$ cat src/rtl/dff_logic_bank_if.sv
// Signal bundle for dff_logic_bank: enable and per-channel data in, state and all-clear status out.
interface dff_logic_bank_if #(
  parameter int unsigned N     = 3,
  parameter int unsigned CNT_W = 4
);
  logic             en;
  logic [N-1:0]     x;
  logic [N-1:0]     q;
  logic             z;
  logic [CNT_W-1:0] z_run;

  modport master (output en, x, input q, z, z_run);
  modport slave  (input en, x, output q, z, z_run);
endinterface

$ cat src/rtl/dff_logic_bank.sv
// Bank of N single-bit state flops with per-channel fixed next-state modes, clock enable,
// and a saturating run counter on the all-clear flag.
module dff_logic_bank #(
  parameter int unsigned    N         = 3,
  parameter                 MODES     = 6'b10_01_00,
  parameter logic [N-1:0]   RESET_VAL = '0,
  parameter int unsigned    CNT_W     = 4
) (
  input logic              clk,
  input logic              reset,
  dff_logic_bank_if.slave  bus
);

  if (N < 1) begin : g_bad_n
    $fatal(1, "dff_logic_bank: N must be at least 1");
  end
  if (CNT_W < 1) begin : g_bad_cnt_w
    $fatal(1, "dff_logic_bank: CNT_W must be at least 1");
  end
  if ($bits(MODES) != 2 * N) begin : g_bad_modes
    $fatal(1, "dff_logic_bank: MODES width must equal 2*N");
  end

  localparam logic [2*N-1:0]   ModesL = MODES;
  localparam logic [CNT_W-1:0] RunMax = '1;

  logic [N-1:0]     q_q, q_d, d;
  logic [CNT_W-1:0] run_q, run_d;
  logic             z;

  // Modes are elaboration constants, so each channel collapses to a single gate.
  for (genvar i = 0; i < N; i++) begin : g_ch
    localparam logic [1:0] Mode = ModesL[2*i +: 2];
    if (Mode == 2'd0) begin : g_toggle
      assign d[i] = bus.x[i] ^ q_q[i];
    end else if (Mode == 2'd1) begin : g_and_not
      assign d[i] = bus.x[i] & ~q_q[i];
    end else if (Mode == 2'd2) begin : g_or_not
      assign d[i] = bus.x[i] | ~q_q[i];
    end else begin : g_load
      assign d[i] = bus.x[i];
    end
  end

  assign z = ~|q_q;

  always_comb begin
    q_d = q_q;
    if (bus.en) begin
      q_d = d;
    end
  end

  // Counter runs regardless of en so a frozen all-clear state can be timed.
  always_comb begin
    run_d = '0;
    if (z) begin
      run_d = (run_q == RunMax) ? run_q : run_q + 1'b1;
    end
  end

  always_ff @(posedge clk) begin
    if (reset) begin
      q_q   <= RESET_VAL;
      run_q <= '0;
    end else begin
      q_q   <= q_d;
      run_q <= run_d;
    end
  end

  assign bus.q     = q_q;
  assign bus.z     = z;
  assign bus.z_run = run_q;

endmodule

$ cat src/flat_wrapper.sv
// flat-port wrapper written by rule: the top's interface ports become plain ports
module dff_logic_bank_flat 
#(
  parameter int unsigned    N         = 3,
  parameter                 MODES     = 6'b10_01_00,
  parameter logic [N-1:0]   RESET_VAL = '0,
  parameter int unsigned    CNT_W     = 4
)
  (clk, reset, bus_en, bus_x, bus_q, bus_z, bus_z_run);
  dff_logic_bank_if #(.N(N), .CNT_W(CNT_W)) bus_i ();
  input logic clk;
  input logic reset;
  input wire logic [$bits(bus_i.en)-1:0] bus_en;
  input wire logic [$bits(bus_i.x)-1:0] bus_x;
  output wire logic [$bits(bus_i.q)-1:0] bus_q;
  output wire logic [$bits(bus_i.z)-1:0] bus_z;
  output wire logic [$bits(bus_i.z_run)-1:0] bus_z_run;
  assign bus_i.en = bus_en;
  assign bus_i.x = bus_x;
  assign bus_q = bus_i.q;
  assign bus_z = bus_i.z;
  assign bus_z_run = bus_i.z_run;
  dff_logic_bank #(.N(N), .MODES(MODES), .RESET_VAL(RESET_VAL), .CNT_W(CNT_W)) u_core (.clk(clk), .reset(reset), .bus(bus_i));
endmodule
$ cat config.mk
export PLATFORM = sky130hd
export DESIGN_NAME = dff_logic_bank_flat
export DESIGN_NICKNAME = d
export VERILOG_FILES = /design/src/rtl/dff_logic_bank_if.sv /design/src/rtl/dff_logic_bank.sv /design/src/flat_wrapper.sv
export SDC_FILE = /design/constraint.sdc
export NUM_CORES = 1
export LEC_CHECK = 0
export ABC_CLOCK_PERIOD_IN_PS = 2900
export CAP_MARGIN = 10
export CORE_AREA = 2 2 39 41
export CTS_CLUSTER_DIAMETER = 200
export DETAILED_ROUTE_END_ITERATION = 16
export DIE_AREA = 0 0 41 43
export GPL_ROUTABILITY_DRIVEN = 1
export PLACE_DENSITY_LB_ADDON = 0.12
export SLEW_MARGIN = 0
export SYNTH_ARGS = -nofsm -noshare
export SYNTH_HDL_FRONTEND = slang
export SYNTH_SLANG_ARGS = --single-unit
$ cat constraint.sdc
create_clock -name clk -period 2.9 [get_ports clk]
set_clock_uncertainty 0.15 [all_clocks]
set_input_delay 0.58 -clock clk [delete_from_list [all_inputs] [get_ports clk]]
set_output_delay 0.58 -clock clk [all_outputs]
set_load 0.02 [all_outputs]
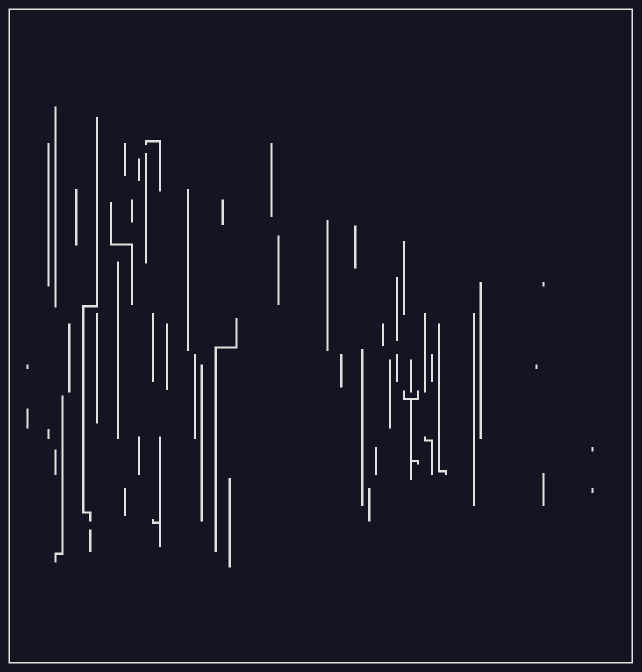
m2.png
nets with wire on the layer: 44
wire length on this layer: 296 um
longest straight run: 13.6 um
share of all routed wire: 48%
wire length after detailed routing: 618 um
via count: 277
met2 Use GR: 0.125

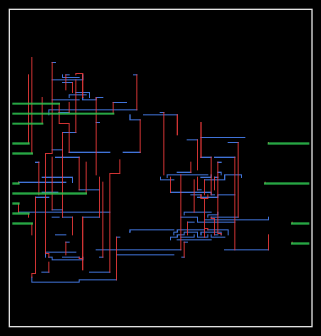
layers.png
| layer | color | wire length |
|---|---|---|
| M1 | blue | 263 um |
| M2 | red | 296 um |
| M3 | green | 59.8 um |
WL per Instance: 9.36 um
combined global-route utilization of all metal layers: 0.0949

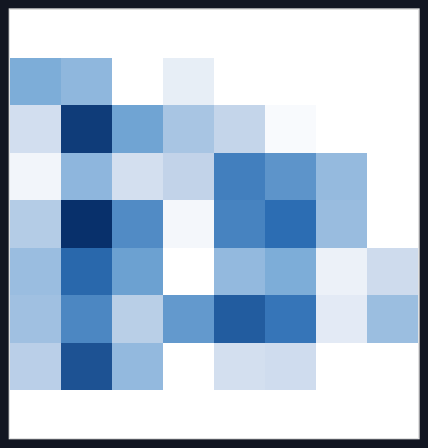
util_map.png
8 x 9 tiles, from white (low) to dark blue (high), 0 to 100% covered.
emptiest ninth of the die: top right
tiles over 75% full: 8.3%
densest ninth of the die: left middle
fullest tile: 100%
mean over tiles: 26%
nearly empty tiles: 40%
floorplan utilization: 0.217
final design utilization: 0.344
Core Area: 1380 um2

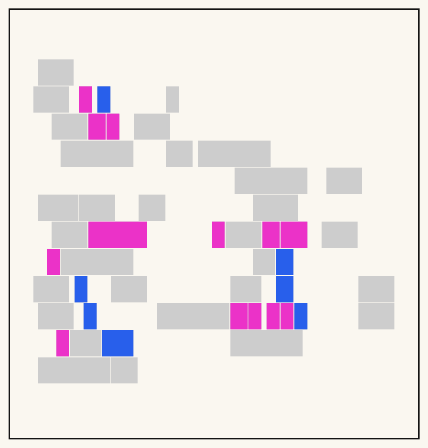
gates.png
| family | color | cells |
|---|---|---|
| nand cells | blue | 7 |
| nor cells | magenta | 13 |
non-filler cells, final: 66
highest-count logic cell in the final layout: sky130_fd_sc_hd__clkdlybuf4s50_1
combinational share of cell area: 0.336

==> run notes <==
The flow ran to the end, and the final reports show no timing, DRC or antenna violations. The flow reports an fmax of 462 MHz. The run gives 14 as the row count.

The run gives 1 for the critical path buffer and inverter count. The worst VDD IR drop from the latest analysis is 0.210 mV. Between the synthesized netlist and the finished layout, the area growth was recorded as 58.7%. The number of hold buffers added after CTS was 0.

Biggest cell delay along the critical path: 630 ps. The run gives 1430 ps as the arrival time of the worst setup path. The clock period minus final worst setup slack was 2160 ps; the register share after synthesis was 0.467. The leakage component of the power was reported as 0.000184 uW.

The run gives 269 as the number of global-route vias before repair. The share of cells above drive strength 1 is 0.120. The run gives 0.632 as the final estimated routing congestion in global placement. Deepest clock path buffer count: 2. In this run the count of I/O pins placed on the die edge is 14.

The main area contributors are sky130_fd_sc_hd__dfxtp_1, sky130_fd_sc_hd__nor2_1, sky130_fd_sc_hd__nor3_4, sky130_fd_sc_hd__nor3_1, sky130_fd_sc_hd__nand2_1. The type of the tightest min-delay check was register to register. The first global-routing pass estimated 1070 um of wire. The transition time recorded at the tightest slew-check pin is 226 ps.

TritonCTS built the clock tree. The final sum of negative setup slack is 0 ps, and the height of the chip is 43 um. In the Yosys stats the netlist draws on 14 distinct library cells. Per the TritonCTS log, the buffer count is 3. The tools report the kind of start point of the critical path as a register. On the reported timing paths, the clock transition at the registers reads 50 ps. From left edge to right edge, the die measures 41 um. Per the skew report, the later register of the worst-skew pair sees a clock latency of 250 ps. Dividing the synthesized area by the synthesized cell count gives 9.10 um2. For the number of antenna violations at the first check in global routing, the log shows 0. The run gives 1 for the number of levels the H-tree was split into. Max-cap violations in this run came to 0. Dividing the detail-routed via count by the number of cells gives 4.20.

The worst setup slack before clock tree synthesis came out at 997 ps. Entering global routing, the biggest net connects 7 pins. The setup slack after layout is 737 ps, and the number of synthesized register bits is 7. The synthesized design spends more area on one cell type than any other, namely sky130_fd_sc_hd__dfxtp_1. The synthesized chip area reported by yosys was 300 um2; the floorplan net count was 40.

In the final report, the number of hold violations comes to 0. The area share of the leading cell type in the synthesized netlist works out to 0.467. The power density normalized to cell area is 514 nW/um2, and the post-layout period usage of the worst path is 0.746.

For this run, the number of Yosys warnings is 0. For the TritonCTS sink count, the log shows 7. Hold timing on the final database bottoms out at a slack of 388 ps.

The run gives 499 um as the sum of net half-perimeters after detailed placement. The gate count of the mapped netlist is 33. Setup repair after global routing left no endpoint under its margin. In the final layout, the fill cell count is 146.

Looking at the post-CTS report, the setup buffer insertion count equals 0. The worst setup path is of the register to primary output kind. Count of cells resized by post-cts repair: 0.

The cell at the slowest stage of the critical path is sky130_fd_sc_hd__clkdlybuf4s50_1. After detailed placement, the design holds a cell count of 62. Element type at the critical path end: a primary output. The repair_antennas step left the layout with diodes totalling 0. The count of routing violations after the opening detailed-route iteration was 1; the tally of OpenROAD warnings was 26. Broken down by cell family, the worst path's largest delay share belongs to buffers and inverters. The chip occupies 1760 um2.

Walking the worst path, the cells encountered are nor3_4, clkdlybuf4s50_1. The run gives 0 for the post-route DRC violation count. Per the final report, max-transition violations number 0.

The maximum fanout encountered on the critical timing path works out to 3. For the iteration count of the initial detailed-routing pass, the log shows 2. Registers take 140 um2. The tools report the relative slew slack as 0.849. The tools report the number of routed nets with antenna violations as 0. The tree is rooted in a sky130_fd_sc_hd__clkbuf_4.

Input and output buffers added on the ports amount to 13. At the end of the flow, the number of nets in the layout was 58. For the logic area, the log shows 160 um2. The final global-route overflow total was 0; the worst path required time was 2170 ps. The run gives 300 um2 as the total standard cell area after synthesis. Yosys stat counts 33 cells in the synthesized netlist.
==> layer usage <==
layer | vias up | part of all wire | global-route usage
li1 | 147 | - | -
met5 | - | 0 | 0
met3 | 0 | 0.095 | 0.0471
met1 | 116 | 0.42 | 0.108
met4 | 0 | 0 | 0.0800
met2 | 14 | 0.48 | 0.125
==> layout make-up <==
| cell class | instances | area share |
|---|---|---|
| multi-input combinational | 26 | 0.336 |
| sequential | 7 | 0.294 |
| timing repair buffer | 13 | 0.273 |
| clock buffer | 4 | 0.0551 |
| tap | 16 | 0.0420 |
==> tightest hold or removal path: stages (launching register included) <==
cell                      delay, ps
sky130_fd_sc_hd__dfxtp_1        350
sky130_fd_sc_hd__nor2_1         100
sky130_fd_sc_hd__nor3_1          50
==> cell usage in the layout (no fill, tap or decap) <==
cell,count
sky130_fd_sc_hd__clkbuf_1,1
sky130_fd_sc_hd__nor2_1,8
sky130_fd_sc_hd__clkbuf_4,3
sky130_fd_sc_hd__clkdlybuf4s50_1,13
sky130_fd_sc_hd__nand2b_2,1
sky130_fd_sc_hd__nor3_1,3
sky130_fd_sc_hd__xor2_1,1
sky130_fd_sc_hd__nand2_1,4
sky130_fd_sc_hd__dfxtp_1,7
sky130_fd_sc_hd__xnor2_1,1
sky130_fd_sc_hd__ha_1,1
sky130_fd_sc_hd__nand3_1,2
sky130_fd_sc_hd__mux2_2,1
sky130_fd_sc_hd__nor3b_1,1
sky130_fd_sc_hd__a31oi_1,1
sky130_fd_sc_hd__mux2i_1,1
sky130_fd_sc_hd__nor3_4,1
==> metrics by stage <==
step,instance area [um2],power (uW)
after CTS,477,252
after global placement,450,159
after global routing,477,265
after detailed placement,450,160
final,477,245
after floorplan,300,135
==> logic make-up after synthesis <==
group	synth area share
simple gates	0.342
flops	0.467
xor+xnor	0.0583
mux	0.0708
compound gates	0.0208
fa+ha+maj	0.0417
==> worst paths after layout <==
kind / from / endpoint / slack [ps] / cells past startpoint
setup / recovery: u_core.bus.q[1] / bus_z / 740 / 2
setup reg to reg: u_core.bus.z_run[0] / u_core.bus.z_run[1] / 1620 / 4
hold / removal: u_core.bus.q[2] / u_core.bus.q[2] / 390 / 2
hold reg to reg: u_core.bus.q[2] / u_core.bus.q[2] / 390 / 2
==> state kept, by name, summed over array words and instances (netlist names) <==
name,flops
u_core.bus.q,3
u_core.bus.z_run,4
==> where the power goes <==
| part | leakage (uW) | internal [uW] | switching, uW |
|---|---|---|---|
| clock network | 0.0000150 | 52.5 | 35.4 |
| logic | 0.000111 | 26.6 | 21.1 |
| registers | 0.0000574 | 102 | 7.56 |
| total | 0.000184 | 181 | 64.1 |
==> Yosys cell counts (all sizes together) <==
cell / number
dfxtp: 7
nand3: 2
ha: 1
a31oi: 1
xnor2: 1
mux2i: 1
nor3b: 1
nand2: 4
nor3: 4
xor2: 1
mux2: 1
nand2b: 1
nor2: 8
Power figures rest on the tool's default switching activity, not on a simulated workload.
